Fig. 1: cell area per tile
Scale: 2 px per um. The die is cut into 12 by 14 equal tiles; dark purple is low, yellow is high, 0 to 100% covered.
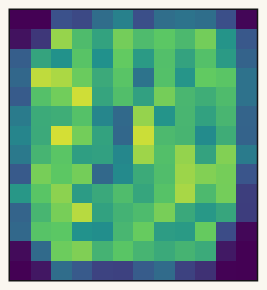
Fig. 2: sequential cells grouped by signal name
Scale: 3 px per um.
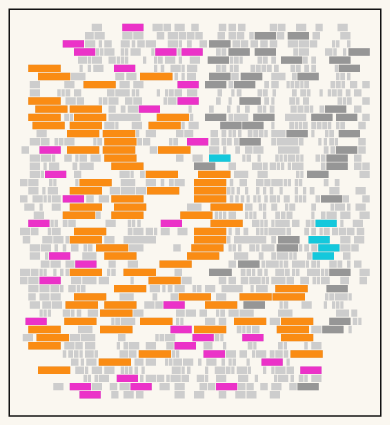
$ cat src/rtl/rv_wb_arbiter_pkg.sv
// Shared types and constants for the RV32 register-file write-port arbiter.
package rv_wb_arbiter_pkg;

    localparam int unsigned XLEN  = 32;
    localparam int unsigned REG_W = 5;

    localparam logic [REG_W-1:0] REG_X0 = 5'd0;

    typedef struct packed {
        logic [REG_W-1:0] rd;
        logic [XLEN-1:0]  data;
    } wb_req_t;

endpackage

$ cat src/rtl/rv_wb_fifo.sv
// Strict FIFO for long-latency results that lost the write port.
// Pushes into a full FIFO and pops from an empty one are ignored.
module rv_wb_fifo
    import rv_wb_arbiter_pkg::*;
#(
    parameter int unsigned DEPTH = 2,
    parameter type T = wb_req_t,
    localparam int unsigned PTR_W = $clog2(DEPTH),
    localparam int unsigned CNT_W = $clog2(DEPTH + 1)
) (
    input  logic             clk_i,
    input  logic             reset_i,
    input  logic             push_i,
    input  logic             pop_i,
    input  T                 data_i,
    output T                 data_o,
    output logic             full_o,
    output logic             empty_o,
    output logic [CNT_W-1:0] count_o
);

    T                 mem_q [DEPTH];
    logic [PTR_W-1:0] wr_q;
    logic [PTR_W-1:0] rd_q;
    logic [CNT_W-1:0] cnt_q;
    logic             push_ok;
    logic             pop_ok;

    assign full_o  = (cnt_q == CNT_W'(DEPTH));
    assign empty_o = (cnt_q == '0);
    assign push_ok = push_i & ~full_o;
    assign pop_ok  = pop_i & ~empty_o;
    assign data_o  = mem_q[rd_q];
    assign count_o = cnt_q;

    // Pointers wrap naturally because DEPTH is a power of two.
    always_ff @(posedge clk_i) begin
        if (reset_i) begin
            wr_q  <= '0;
            rd_q  <= '0;
            cnt_q <= '0;
        end else begin
            if (push_ok) wr_q <= PTR_W'(wr_q + 1'b1);
            if (pop_ok)  rd_q <= PTR_W'(rd_q + 1'b1);
            cnt_q <= CNT_W'(cnt_q + CNT_W'(push_ok) - CNT_W'(pop_ok));
        end
    end

    always_ff @(posedge clk_i) begin
        if (push_ok) mem_q[wr_q] <= data_i;
    end

endmodule

$ cat src/rtl/rv_wb_arbiter.sv
// Register-file write-port owner: WB stage always wins, LL results are
// buffered, tracked in a pending scoreboard, and starvation raises a stall.
module rv_wb_arbiter
    import rv_wb_arbiter_pkg::*;
#(
    parameter int unsigned LL_DEPTH     = 2,
    parameter int unsigned STARVE_LIMIT = 4
) (
    input  logic              i_clk,
    input  logic              i_reset,
    input  logic              i_wb_valid,
    input  logic [REG_W-1:0]  i_wb_rd,
    input  logic [XLEN-1:0]   i_wb_data,
    input  logic              i_ll_issue,
    input  logic [REG_W-1:0]  i_ll_issue_rd,
    input  logic              i_ll_valid,
    input  logic [REG_W-1:0]  i_ll_rd,
    input  logic [XLEN-1:0]   i_ll_data,
    output logic              o_ll_ready,
    output logic [XLEN-1:0]   o_pending,
    output logic              o_stall_req,
    output logic              o_rf_we,
    output logic [REG_W-1:0]  o_rf_rd,
    output logic [XLEN-1:0]   o_rf_data
);

    localparam int unsigned CNT_W = $clog2(LL_DEPTH + 1);
    localparam int unsigned STV_W = $clog2(STARVE_LIMIT + 1);

    wb_req_t            ll_req;
    wb_req_t            fifo_head;
    wb_req_t            ll_win_req;
    logic               fifo_full;
    logic               fifo_empty;
    logic [CNT_W-1:0]   fifo_count;
    logic [CNT_W-1:0]   count_nxt;
    logic               push;
    logic               pop;
    logic               ll_acc;
    logic               wb_win;
    logic               ll_win;

    logic               rf_we_d,   rf_we_q;
    logic [REG_W-1:0]   rf_rd_d,   rf_rd_q;
    logic [XLEN-1:0]    rf_data_d, rf_data_q;
    logic [XLEN-1:0]    clr_mask;
    logic [XLEN-1:0]    set_mask;
    logic [XLEN-1:0]    pending_d, pending_q;
    logic [STV_W-1:0]   starve_d,  starve_q;
    logic               stall_d,   stall_q;

    assign ll_req     = '{rd: i_ll_rd, data: i_ll_data};
    assign ll_acc     = i_ll_valid & ~fifo_full;
    assign wb_win     = i_wb_valid & (i_wb_rd != REG_X0);
    assign o_ll_ready = ~fifo_full;

    rv_wb_fifo #(
        .DEPTH (LL_DEPTH),
        .T     (wb_req_t)
    ) u_fifo (
        .clk_i   (i_clk),
        .reset_i (i_reset),
        .push_i  (push),
        .pop_i   (pop),
        .data_i  (ll_req),
        .data_o  (fifo_head),
        .full_o  (fifo_full),
        .empty_o (fifo_empty),
        .count_o (fifo_count)
    );

    // Port arbitration: WB, then buffer head, then LL bypass.
    always_comb begin
        push       = 1'b0;
        pop        = 1'b0;
        ll_win     = 1'b0;
        ll_win_req = ll_req;
        rf_we_d    = 1'b0;
        rf_rd_d    = rf_rd_q;
        rf_data_d  = rf_data_q;
        clr_mask   = '0;
        if (wb_win) begin
            rf_we_d   = 1'b1;
            rf_rd_d   = i_wb_rd;
            rf_data_d = i_wb_data;
            push      = ll_acc;
        end else if (!fifo_empty) begin
            pop        = 1'b1;
            push       = ll_acc;
            ll_win     = 1'b1;
            ll_win_req = fifo_head;
        end else if (ll_acc) begin
            ll_win = 1'b1;
        end
        // An LL result to x0 is consumed without touching the port.
        if (ll_win && (ll_win_req.rd != REG_X0)) begin
            rf_we_d              = 1'b1;
            rf_rd_d              = ll_win_req.rd;
            rf_data_d            = ll_win_req.data;
            clr_mask[ll_win_req.rd] = 1'b1;
        end
    end

    // Scoreboard, starvation counter and stall request; set beats clear.
    always_comb begin
        set_mask = '0;
        if (i_ll_issue && (i_ll_issue_rd != REG_X0)) set_mask[i_ll_issue_rd] = 1'b1;
        pending_d = (pending_q & ~clr_mask) | set_mask;

        starve_d = '0;
        if (!fifo_empty && wb_win) begin
            starve_d = (starve_q == STV_W'(STARVE_LIMIT)) ? starve_q : STV_W'(starve_q + 1'b1);
        end

        count_nxt = CNT_W'(fifo_count + CNT_W'(push) - CNT_W'(pop));
        stall_d   = (starve_d == STV_W'(STARVE_LIMIT)) || (count_nxt == CNT_W'(LL_DEPTH));
    end

    always_ff @(posedge i_clk) begin
        if (i_reset) begin
            rf_we_q   <= 1'b0;
            rf_rd_q   <= '0;
            rf_data_q <= '0;
            pending_q <= '0;
            starve_q  <= '0;
            stall_q   <= 1'b0;
        end else begin
            rf_we_q   <= rf_we_d;
            rf_rd_q   <= rf_rd_d;
            rf_data_q <= rf_data_d;
            pending_q <= pending_d;
            starve_q  <= starve_d;
            stall_q   <= stall_d;
        end
    end

    assign o_rf_we     = rf_we_q;
    assign o_rf_rd     = rf_rd_q;
    assign o_rf_data   = rf_data_q;
    assign o_pending   = pending_q;
    assign o_stall_req = stall_q;

    // Upstream protocol checks; behaviour is undefined when these fire.
    always_ff @(posedge i_clk) begin
        if (!i_reset) begin
            assert (!(i_ll_issue && (i_ll_issue_rd != REG_X0) && pending_q[i_ll_issue_rd]))
                else $error("ll issue to pending rd %0d", i_ll_issue_rd);
            assert (!(i_wb_valid && (i_wb_rd != REG_X0) && pending_q[i_wb_rd]))
                else $error("wb write to pending rd %0d", i_wb_rd);
            assert (!(i_ll_valid && (i_ll_rd != REG_X0) && !pending_q[i_ll_rd]))
                else $error("ll result for non-pending rd %0d", i_ll_rd);
        end
    end

endmodule

$ cat config.mk
export PLATFORM = sky130hd
export DESIGN_NAME = rv_wb_arbiter
export DESIGN_NICKNAME = d
export VERILOG_FILES = /design/src/rtl/rv_wb_arbiter_pkg.sv /design/src/rtl/rv_wb_fifo.sv /design/src/rtl/rv_wb_arbiter.sv
export SDC_FILE = /design/constraint.sdc
export NUM_CORES = 1
export LEC_CHECK = 0
export ABC_AREA = 1
export CAP_MARGIN = 10
export CORE_ASPECT_RATIO = 1.1
export CORE_MARGIN = 3
export CORE_UTILIZATION = 48
export CTS_BUF_LIST = sky130_fd_sc_hd__clkbuf_8
export DETAILED_ROUTE_END_ITERATION = 8
export PLACE_DENSITY_LB_ADDON = 0.12
export SKIP_CTS_REPAIR_TIMING = 1
export SYNTH_ARGS = -nofsm -noshare
export SYNTH_HDL_FRONTEND = slang
export SYNTH_SLANG_ARGS = --single-unit
$ cat constraint.sdc
create_clock -name i_clk -period 3.5 [get_ports i_clk]
set_clock_uncertainty 0.2 [all_clocks]
set_input_delay 0.7 -clock i_clk [delete_from_list [all_inputs] [get_ports i_clk]]
set_output_delay 0.7 -clock i_clk [all_outputs]
set_load 0.1 [all_outputs]
==> results.yml <==
# generated from flow reports
power_and_ir_drop:
  finalPower_mw: 6.16
  pwr-share-clk_pct: 23.0
  p_clk_mw: 1.42
  p_per_area_nw_per_um2: 671
job:
  warning_count: 27
routing:
  drc: 0
  wirelength_mm: 18.2
  dr.first_iter.drc_count: 461
  drtAntennaViolNets: 0
  firstDrtPassIters: 5
  wl_per_cell_um: 16.3
synth:
  yosys.area.top_type: "edfxtp_1"
  synthTopLogicFamily: "simple AND/OR/NAND/NOR gates"
  avgSynthCellArea_um2: 9.52
  synth-seq-cells: 153
cells_and_area:
  largest_register_ffs: 74
  final-comb-area_um2: 3050
  comb_area_share_pct: 33.2
  bufAreaShareNonClock_pct: 16.4
  fin_area_um2: 9180
  synthToLayoutAreaGrowth_pct: 26.3
worst_setup_path:
  crit_slowest_cell: "clkdlybuf4s50_1"
  startpoint: "i_wb_rd[4]"
  crit_end: "o_rf_rd[2]"
  cp.buffers_inverters: 2
  path_cells: "clkdlybuf4s50_1, nor2_2, nand3_2, nand2_2, inv_2, nand2_1, nand2_2, nor2_4, nand2_8, nand2_8, nand2_1, o21ai_0, nor2_1"
sta:
  whs_ps: 253
  hold_viol: 0
  worst_slack_ps: 578
  setup_viol: 0
  slew_violations: 0
global_route:
  grt_pass1_vias: 5850
  overflow: 0
  grt_usage_pct: 21.9
  grtUsageMet3_pct: 4.23
  busiest_layer: "met2"
cts:
  cts-root-buf: "clkbuf_8"
  clk_pin_slew_ps: 70
floorplan:
  rows: 46
worst_hold_path:
  worstHoldStart: "u_fifo.rd_q"
  whs_path_depth: 1
outcome:
  outcome: "finished clean"
Back to the opening pictures, Fig. 1:
fullest tile: 94%
nearly empty tiles: 4.8%
tiles over 75% full: 20%
mean over tiles: 54%
emptiest ninth of the die: lower right
fin util: 62.8%
Core ar.: 14600 um2
FP Core Util: 49.7%

Back to the opening pictures, Fig. 2:
| colour | name in the netlist | flops |
|---|---|---|
| orange | `u_fifo.mem_q` | 74 |
| cyan | `o_rf_rd` | 5 |
| magenta | `o_rf_data` | 32 |
not coloured: 42
sequential power: 2.27 mW
sequential cell area: 3800 um2

Power and IR drop assume default switching activity.
